$ cat config.mk
export PLATFORM = sky130hd
export DESIGN_NAME = keen_operand_fetch
export DESIGN_NICKNAME = d
export VERILOG_FILES = /design/src/rtl/keen_operand_fetch.sv
export SDC_FILE = /design/constraint.sdc
export NUM_CORES = 1
export LEC_CHECK = 0
export ABC_CLOCK_PERIOD_IN_PS = 5900
export CAP_MARGIN = 20
export CORE_ASPECT_RATIO = 1.5
export CORE_MARGIN = 10
export CORE_UTILIZATION = 50
export CTS_CLUSTER_SIZE = 24
export DETAILED_ROUTE_END_ITERATION = 10
export PLACE_DENSITY = 0.86
export SYNTH_ARGS = -nofsm -noshare
export SYNTH_HDL_FRONTEND = slang
export SYNTH_SLANG_ARGS = --single-unit
$ cat constraint.sdc
create_clock -name clk -period 5.9 [get_ports clk]
set_clock_uncertainty 0.2 [all_clocks]
set_input_delay 1.18 -clock clk [delete_from_list [all_inputs] [get_ports clk]]
set_output_delay 1.18 -clock clk [all_outputs]
set_load 0.02 [all_outputs]
$ cat src/rtl/keen_operand_fetch.sv
// rtl/keen_operand_fetch.sv - operand fetch stage with register scoreboard and writeback bypass
//
// Accepts one decoded instruction at a time, reads its two source operands
// from an external synchronous register file, and presents an operand bundle
// on a valid/ready output.
//
// Ports:
//   clk, reset                      clock, asynchronous active-high reset
//   in_valid/in_ready               instruction handshake
//   in_rs1, in_rs2, in_rd           source / destination register addresses
//   in_rd_write                     instruction writes in_rd
//   rf_read_address_0/1             register file read addresses (= in_rs1/in_rs2)
//   rf_read_data_0/1                register file read data, one cycle after address
//   wb_valid, wb_address, wb_data   writeback port
//   out_valid/out_ready             operand bundle handshake
//   out_rs1_data, out_rs2_data      operand values
//   out_rd, out_rd_write            destination passed through
module keen_operand_fetch #(
    parameter int REGISTERS = 32,
    parameter int WORD_SIZE = 32,
    localparam int ADDRESS_SIZE = $clog2(REGISTERS)
) (
    input  logic                    clk,
    input  logic                    reset,
    input  logic                    in_valid,
    output logic                    in_ready,
    input  logic [ADDRESS_SIZE-1:0] in_rs1,
    input  logic [ADDRESS_SIZE-1:0] in_rs2,
    input  logic [ADDRESS_SIZE-1:0] in_rd,
    input  logic                    in_rd_write,
    output logic [ADDRESS_SIZE-1:0] rf_read_address_0,
    output logic [ADDRESS_SIZE-1:0] rf_read_address_1,
    input  logic [WORD_SIZE-1:0]    rf_read_data_0,
    input  logic [WORD_SIZE-1:0]    rf_read_data_1,
    input  logic                    wb_valid,
    input  logic [ADDRESS_SIZE-1:0] wb_address,
    input  logic [WORD_SIZE-1:0]    wb_data,
    output logic                    out_valid,
    input  logic                    out_ready,
    output logic [WORD_SIZE-1:0]    out_rs1_data,
    output logic [WORD_SIZE-1:0]    out_rs2_data,
    output logic [ADDRESS_SIZE-1:0] out_rd,
    output logic                    out_rd_write
);

    logic [REGISTERS-1:0]    scoreboard_q, scoreboard_d;
    logic                    pending_q, pending_d;
    logic [ADDRESS_SIZE-1:0] pend_rs1_q, pend_rs1_d;
    logic [ADDRESS_SIZE-1:0] pend_rs2_q, pend_rs2_d;
    logic [ADDRESS_SIZE-1:0] pend_rd_q, pend_rd_d;
    logic                    pend_rd_write_q, pend_rd_write_d;
    logic                    byp0_flag_q, byp0_flag_d;
    logic                    byp1_flag_q, byp1_flag_d;
    logic [WORD_SIZE-1:0]    byp0_value_q, byp0_value_d;
    logic [WORD_SIZE-1:0]    byp1_value_q, byp1_value_d;
    logic                    out_valid_q, out_valid_d;
    logic [WORD_SIZE-1:0]    out_rs1_data_q, out_rs1_data_d;
    logic [WORD_SIZE-1:0]    out_rs2_data_q, out_rs2_data_d;
    logic [ADDRESS_SIZE-1:0] out_rd_q, out_rd_d;
    logic                    out_rd_write_q, out_rd_write_d;

    logic hz_rs1, hz_rs2, hz_rd, hazard, accept;
    logic wb_hit_rs1, wb_hit_rs2;

    assign rf_read_address_0 = in_rs1;
    assign rf_read_address_1 = in_rs2;

    // A writeback landing this cycle on the register resolves its hazard,
    // since the value can be captured straight off the writeback port.
    assign wb_hit_rs1 = wb_valid && (wb_address == in_rs1) && (in_rs1 != '0);
    assign wb_hit_rs2 = wb_valid && (wb_address == in_rs2) && (in_rs2 != '0);

    assign hz_rs1 = (in_rs1 != '0) && scoreboard_q[in_rs1] && !wb_hit_rs1;
    assign hz_rs2 = (in_rs2 != '0) && scoreboard_q[in_rs2] && !wb_hit_rs2;
    assign hz_rd  = in_rd_write && (in_rd != '0) && scoreboard_q[in_rd]
                    && !(wb_valid && (wb_address == in_rd));
    assign hazard = hz_rs1 || hz_rs2 || hz_rd;

    assign in_ready = !reset && !pending_q && !hazard && (!out_valid_q || out_ready);
    assign accept   = in_valid && in_ready;

    always_comb begin
        scoreboard_d    = scoreboard_q;
        pending_d       = pending_q;
        pend_rs1_d      = pend_rs1_q;
        pend_rs2_d      = pend_rs2_q;
        pend_rd_d       = pend_rd_q;
        pend_rd_write_d = pend_rd_write_q;
        byp0_flag_d     = byp0_flag_q;
        byp1_flag_d     = byp1_flag_q;
        byp0_value_d    = byp0_value_q;
        byp1_value_d    = byp1_value_q;
        out_valid_d     = out_valid_q;
        out_rs1_data_d  = out_rs1_data_q;
        out_rs2_data_d  = out_rs2_data_q;
        out_rd_d        = out_rd_q;
        out_rd_write_d  = out_rd_write_q;

        // Clear first, then set, so a same-cycle set of the same bit wins.
        if (wb_valid && (wb_address != '0)) begin
            scoreboard_d[wb_address] = 1'b0;
        end
        if (accept && in_rd_write && (in_rd != '0)) begin
            scoreboard_d[in_rd] = 1'b1;
        end
        scoreboard_d[0] = 1'b0;

        if (out_valid_q && out_ready) begin
            out_valid_d = 1'b0;
        end

        if (accept) begin
            pending_d       = 1'b1;
            pend_rs1_d      = in_rs1;
            pend_rs2_d      = in_rs2;
            pend_rd_d       = in_rd;
            pend_rd_write_d = in_rd_write;
            byp0_flag_d     = wb_hit_rs1;
            byp1_flag_d     = wb_hit_rs2;
            byp0_value_d    = wb_data;
            byp1_value_d    = wb_data;
        end else if (pending_q) begin
            // The register file read issued at acceptance is available now.
            // in_ready guarantees the output slot is free by this point.
            pending_d      = 1'b0;
            out_valid_d    = 1'b1;
            out_rs1_data_d = (pend_rs1_q == '0) ? '0 :
                             (byp0_flag_q ? byp0_value_q : rf_read_data_0);
            out_rs2_data_d = (pend_rs2_q == '0) ? '0 :
                             (byp1_flag_q ? byp1_value_q : rf_read_data_1);
            out_rd_d       = pend_rd_q;
            out_rd_write_d = pend_rd_write_q;
        end
    end

    always_ff @(posedge clk or posedge reset) begin
        if (reset) begin
            scoreboard_q    <= '0;
            pending_q       <= 1'b0;
            pend_rs1_q      <= '0;
            pend_rs2_q      <= '0;
            pend_rd_q       <= '0;
            pend_rd_write_q <= 1'b0;
            byp0_flag_q     <= 1'b0;
            byp1_flag_q     <= 1'b0;
            byp0_value_q    <= '0;
            byp1_value_q    <= '0;
            out_valid_q     <= 1'b0;
            out_rs1_data_q  <= '0;
            out_rs2_data_q  <= '0;
            out_rd_q        <= '0;
            out_rd_write_q  <= 1'b0;
        end else begin
            scoreboard_q    <= scoreboard_d;
            pending_q       <= pending_d;
            pend_rs1_q      <= pend_rs1_d;
            pend_rs2_q      <= pend_rs2_d;
            pend_rd_q       <= pend_rd_d;
            pend_rd_write_q <= pend_rd_write_d;
            byp0_flag_q     <= byp0_flag_d;
            byp1_flag_q     <= byp1_flag_d;
            byp0_value_q    <= byp0_value_d;
            byp1_value_q    <= byp1_value_d;
            out_valid_q     <= out_valid_d;
            out_rs1_data_q  <= out_rs1_data_d;
            out_rs2_data_q  <= out_rs2_data_d;
            out_rd_q        <= out_rd_d;
            out_rd_write_q  <= out_rd_write_d;
        end
    end

    assign out_valid    = out_valid_q;
    assign out_rs1_data = out_rs1_data_q;
    assign out_rs2_data = out_rs2_data_q;
    assign out_rd       = out_rd_q;
    assign out_rd_write = out_rd_write_q;

endmodule
==> results.txt, run 1 <==
final slew viol count: 0
Flop area: 3830 µm²
Root Driver: clkbuf_16
Post-synth area hogs: dfrtp_1 49%, mux2i_1 11%, mux2_4 9.1%
leakage power: 4.47 nW
# fillers: 1160
P_comb: 1.23 mW
Synth Flop Type: dfrtp_1
Simple-Gate Area Share: 4.89%
Post-synth EDFFs: 0
hold-critical path depth: 1
#MultiIn Comb: 387
met3 WL: 1680 µm
chip area: 21300 µm²
I/O Buffers: 203
outcome: finished clean
Seq pwr share: 39.3%
Syn Area/Cell: 11.7 µm²
Worst Setup EP: in_ready
dominant logic cell type in the layout: clkdlybuf4s50_1
family with the most delay on the worst path: buffers and inverters
area fraction in compound gates: 11.8%
Max VDD drop: 199 µV
setup bufs post-CTS: 0
FP Util: 50.7%
power share of the clock group: 29.1%
TritonCTS clock tree: built
fa+ha+maj area frac: 0%
met2 WL: 12600 µm
final hold violations: 0
Net Sw Frac: 32.4%
Dominant cell area share: 48.6%
largest net degree at the start of global routing: 79
final setup TNS: 0 ns
[run 1: registers in the layout, indices dropped and copies added (netlist names)]
| signal | flops |
|---|---|
| byp1_flag_q | 1 |
| out_valid | 1 |
| out_rs1_data | 32 |
| scoreboard_q | 31 |
| pend_rs1_q | 5 |
| pend_rs2_q | 5 |
| pend_rd_write_q | 1 |
| byp0_flag_q | 1 |
| out_rd_write | 1 |
| pend_rd_q | 5 |
| out_rd | 5 |
| pending_q | 1 |
| out_rs2_data | 32 |
| byp1_value_q | 32 |
[run 1: through the flow]
stage / std cells / cell area [µm²]
after global routing: 1062 / 10600
after detailed placement: 1029 / 9960
final: 1062 / 10600
after global placement: 1029 / 9960
after CTS: 1061 / 10600
after floorplan: 674 / 7890
==> run_1/class_map.png <==
Scale: 1.5 px per µm.
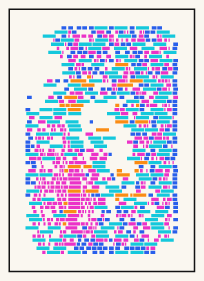
- blue: remaining buffers and delay cells (cells 216)
- cyan: registers (cells 153)
- magenta: remaining logic cells (cells 457)
- orange: clock drivers and dummy loads (cells 32)
Core Util, Final: 67.9%
Seq/total area: 36.3%
Core ar.: 15600 µm²
FP Rows: 56
fin area: 10600 µm²

==> run_1/pinout.png <==
Scale: 2 px per µm. Pins as bars across the die edge, other pins in grey.
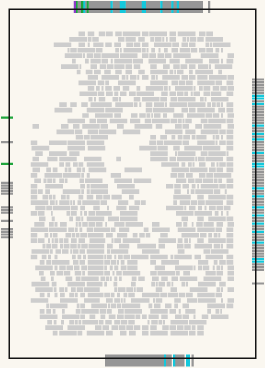
- cyan: `out_rs2_data` (pins 32; direction output; edge 18 right, 10 top, 4 bottom)
- green: `out_rd` (pins 5; direction output; edge 3 top, 2 left)
- purple: `clk` (pins 1; direction input; edge top)
- all pins by edge: 72 right, 71 top, 45 bottom, 16 left

==> run_1/clock_nets.png <==
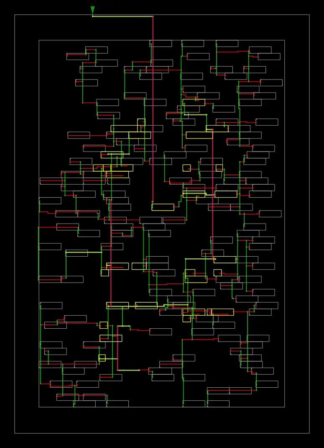
cts bufs inserted: 17
CTS Sinks: 153

==> run_1/layers.png <==
Scale: 1.5 px per µm.
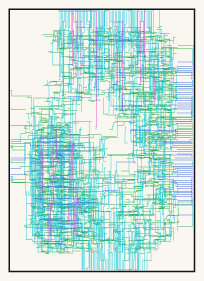

==> inputs of run 2 (changes only) <==
==> config.mk (replaced) <==
export PLATFORM = sky130hd
export DESIGN_NAME = keen_operand_fetch
export DESIGN_NICKNAME = d
export VERILOG_FILES = /design/src/rtl/keen_operand_fetch.sv
export SDC_FILE = /design/constraint.sdc
export NUM_CORES = 1
export LEC_CHECK = 0
export ABC_CLOCK_PERIOD_IN_PS = 4800
export CAP_MARGIN = 20
export CORE_ASPECT_RATIO = 1.5
export CORE_MARGIN = 10
export CORE_UTILIZATION = 45
export CTS_CLUSTER_SIZE = 24
export DETAILED_ROUTE_END_ITERATION = 10
export PLACE_DENSITY = 0.82
export SKIP_LAST_GASP = 1
export SYNTH_ARGS = -nofsm -noshare
export SYNTH_HDL_FRONTEND = slang
export SYNTH_SLANG_ARGS = --single-unit
==> constraint.sdc (replaced) <==
create_clock -name clk -period 4.8 [get_ports clk]
set_clock_uncertainty 0.2 [all_clocks]
set_input_delay 0.96 -clock clk [delete_from_list [all_inputs] [get_ports clk]]
set_output_delay 0.96 -clock clk [all_outputs]
set_load 0.02 [all_outputs]
==> run_2/layers.png <==
Scale: 1.5 px per µm.
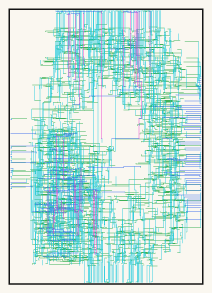
- green: M1 (wire length 8840 µm)
- cyan: M2 (wire length 12900 µm)
- blue: M3 (wire length 1500 µm)
- magenta: M4 (wire length 1050 µm)
wire per inst: 22.3 µm
GRT Resource Usage Total: 20.6%

==> results.txt, run 2 <==
outcome: finished clean
met3 WL: 1500 µm
family with the most delay on the worst path: simple AND/OR/NAND/NOR gates
final setup TNS: 0 ns
area fraction in compound gates: 11.8%
chip area: 23300 µm²
Post-synth area hogs: dfrtp_1 49%, mux2i_1 11%, mux2_4 9.1%
TritonCTS clock tree: built
#MultiIn Comb: 387
hold-critical path depth: 1
largest net degree at the start of global routing: 73
Simple-Gate Area Share: 4.89%
fa+ha+maj area frac: 0%
placed insts: 1053
CTS Sinks: 153
setup bufs post-CTS: 0
final slew viol count: 0
Core ar.: 17300 µm²
Syn Area/Cell: 11.7 µm²
I/O Buffers: 203
FP Rows: 59
Dominant cell area share: 48.6%
Root Driver: clkbuf_16
Flop area: 3830 µm²
vias: 6222
Post-synth EDFFs: 0
final hold violations: 0
dominant logic cell type in the layout: clkdlybuf4s50_1
final cell count without fillers: 1086
# fillers: 1405
RR Startpoint: scoreboard_q[29]
Core Util, Final: 61.9%
Worst Setup EP: in_ready
fin area: 10700 µm²
==> run_2/class_map.png <==
Scale: 1.5 px per µm.
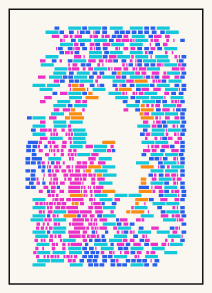
- magenta: remaining logic cells (cells 457)
- blue: remaining buffers and delay cells (cells 230)
- cyan: registers (cells 153)
- orange: clock drivers and dummy loads (cells 32)

run 2: cell counts after synthesis:
Identical to the previous run, type by type.
run 2: worst min-delay path by stage:
stage,to,from
floorplan,pend_rs1_q[4],pend_rs1_q[4]
global placement,pend_rd_q[4],pend_rd_q[4]
detailed placement,pend_rd_q[4],pend_rd_q[4]
CTS,pend_rd_q[4],pend_rd_q[4]
global route,pend_rs2_q[1],pend_rs2_q[1]
finish,pend_rd_q[4],pend_rd_q[4]
run 2: power breakdown:
group          internal, mW  total (mW)  leakage, nW  switching (mW)
Sequential             1.64        1.87         1.92           0.238
Combinational         0.814        1.52         2.36           0.705
Clock                 0.700        1.29        0.277           0.593
Total                  3.15        4.68         4.55            1.54
==> run_2/clock_nets.png <==
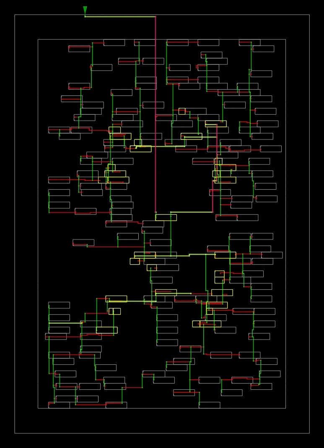

==> inputs of run 3 (changes only) <==
--- a/config.mk
+++ b/config.mk
@@ -7,11 +7,11 @@
 export LEC_CHECK = 0
 export ABC_CLOCK_PERIOD_IN_PS = 4800
 export CAP_MARGIN = 20
-export CORE_ASPECT_RATIO = 1.5
 export CORE_MARGIN = 10
 export CORE_UTILIZATION = 45
 export CTS_CLUSTER_SIZE = 24
 export DETAILED_ROUTE_END_ITERATION = 10
+export MAX_ROUTING_LAYER = met4
 export PLACE_DENSITY = 0.82
 export SKIP_LAST_GASP = 1
 export SYNTH_ARGS = -nofsm -noshare
==> run_3/clock_nets.png <==
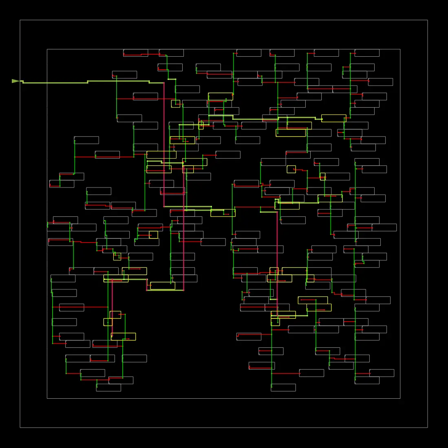
FF+latch count: 153
clock latency on the worst-skew pair: 0.42 ns
clock group total power: 1.40 mW
clock buffer count: 17

==> results.txt, run 3 <==
outcome: finished clean
cts bufs inserted: 17
I/O Buffers: 203
Post-synth area hogs: dfrtp_1 49%, mux2i_1 11%, mux2_4 9.1%
Top pwr grp: sequential cells
met2 WL: 11900 µm
Net Sw Frac: 31.6%
area of placed instances: 10100 µm²
Root Driver: clkbuf_16
hold-critical path depth: 1
# fillers: 1398
dominant logic cell type in the layout: clkdlybuf4s50_1
fa+ha+maj area frac: 0%
Dominant cell area share: 48.6%
internal power: 3.28 mW
hold path startpoint: pend_rs1_q[3]
GRT Resource Usage Total: 21.0%
FP Util: 45.7%
Flop area: 3830 µm²
vias: 6248
Seq/total area: 35.6%
TritonCTS clock tree: built
met3 WL: 1700 µm
==> run_3/layers.png <==
Scale: 2 px per µm.
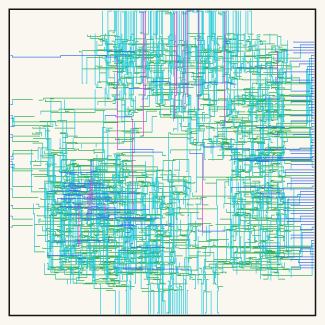
- magenta: M4 (wire length 615 µm)
- cyan: M2 (wire length 11900 µm)
- green: M1 (wire length 10100 µm)
- blue: M3 (wire length 1700 µm)

==> run 3: worst reg2reg max path: stages, from the launching register on <==
cell and delay (ns):
dfrtp_1 0.45, mux4_2 0.49, mux4_2 0.47, nor2b_1 0.13, o21ai_1 0.11, or4_4 0.44
buf_12 0.27, mux2_4 0.41
==> run 3: stage by stage <==
step                setup WS (ns)  std cells  utilization [%]
finish                      0.458       1097             62.4
global route                0.348       1097             62.4
floorplan                   0.408        674                -
global placement          -0.0683       1065             58.8
CTS                        0.0361       1097             62.4
detailed placement        -0.0817       1065             58.8
==> run 3: repair_timing <==
item / 4_1_cts / 5_1_grt
setup buffers: 0 / 0
pin swaps: 0 / 0
endpoints found under the setup margin: 1 / 1
resized: 1 / 2
Power and IR drop assume default switching activity.
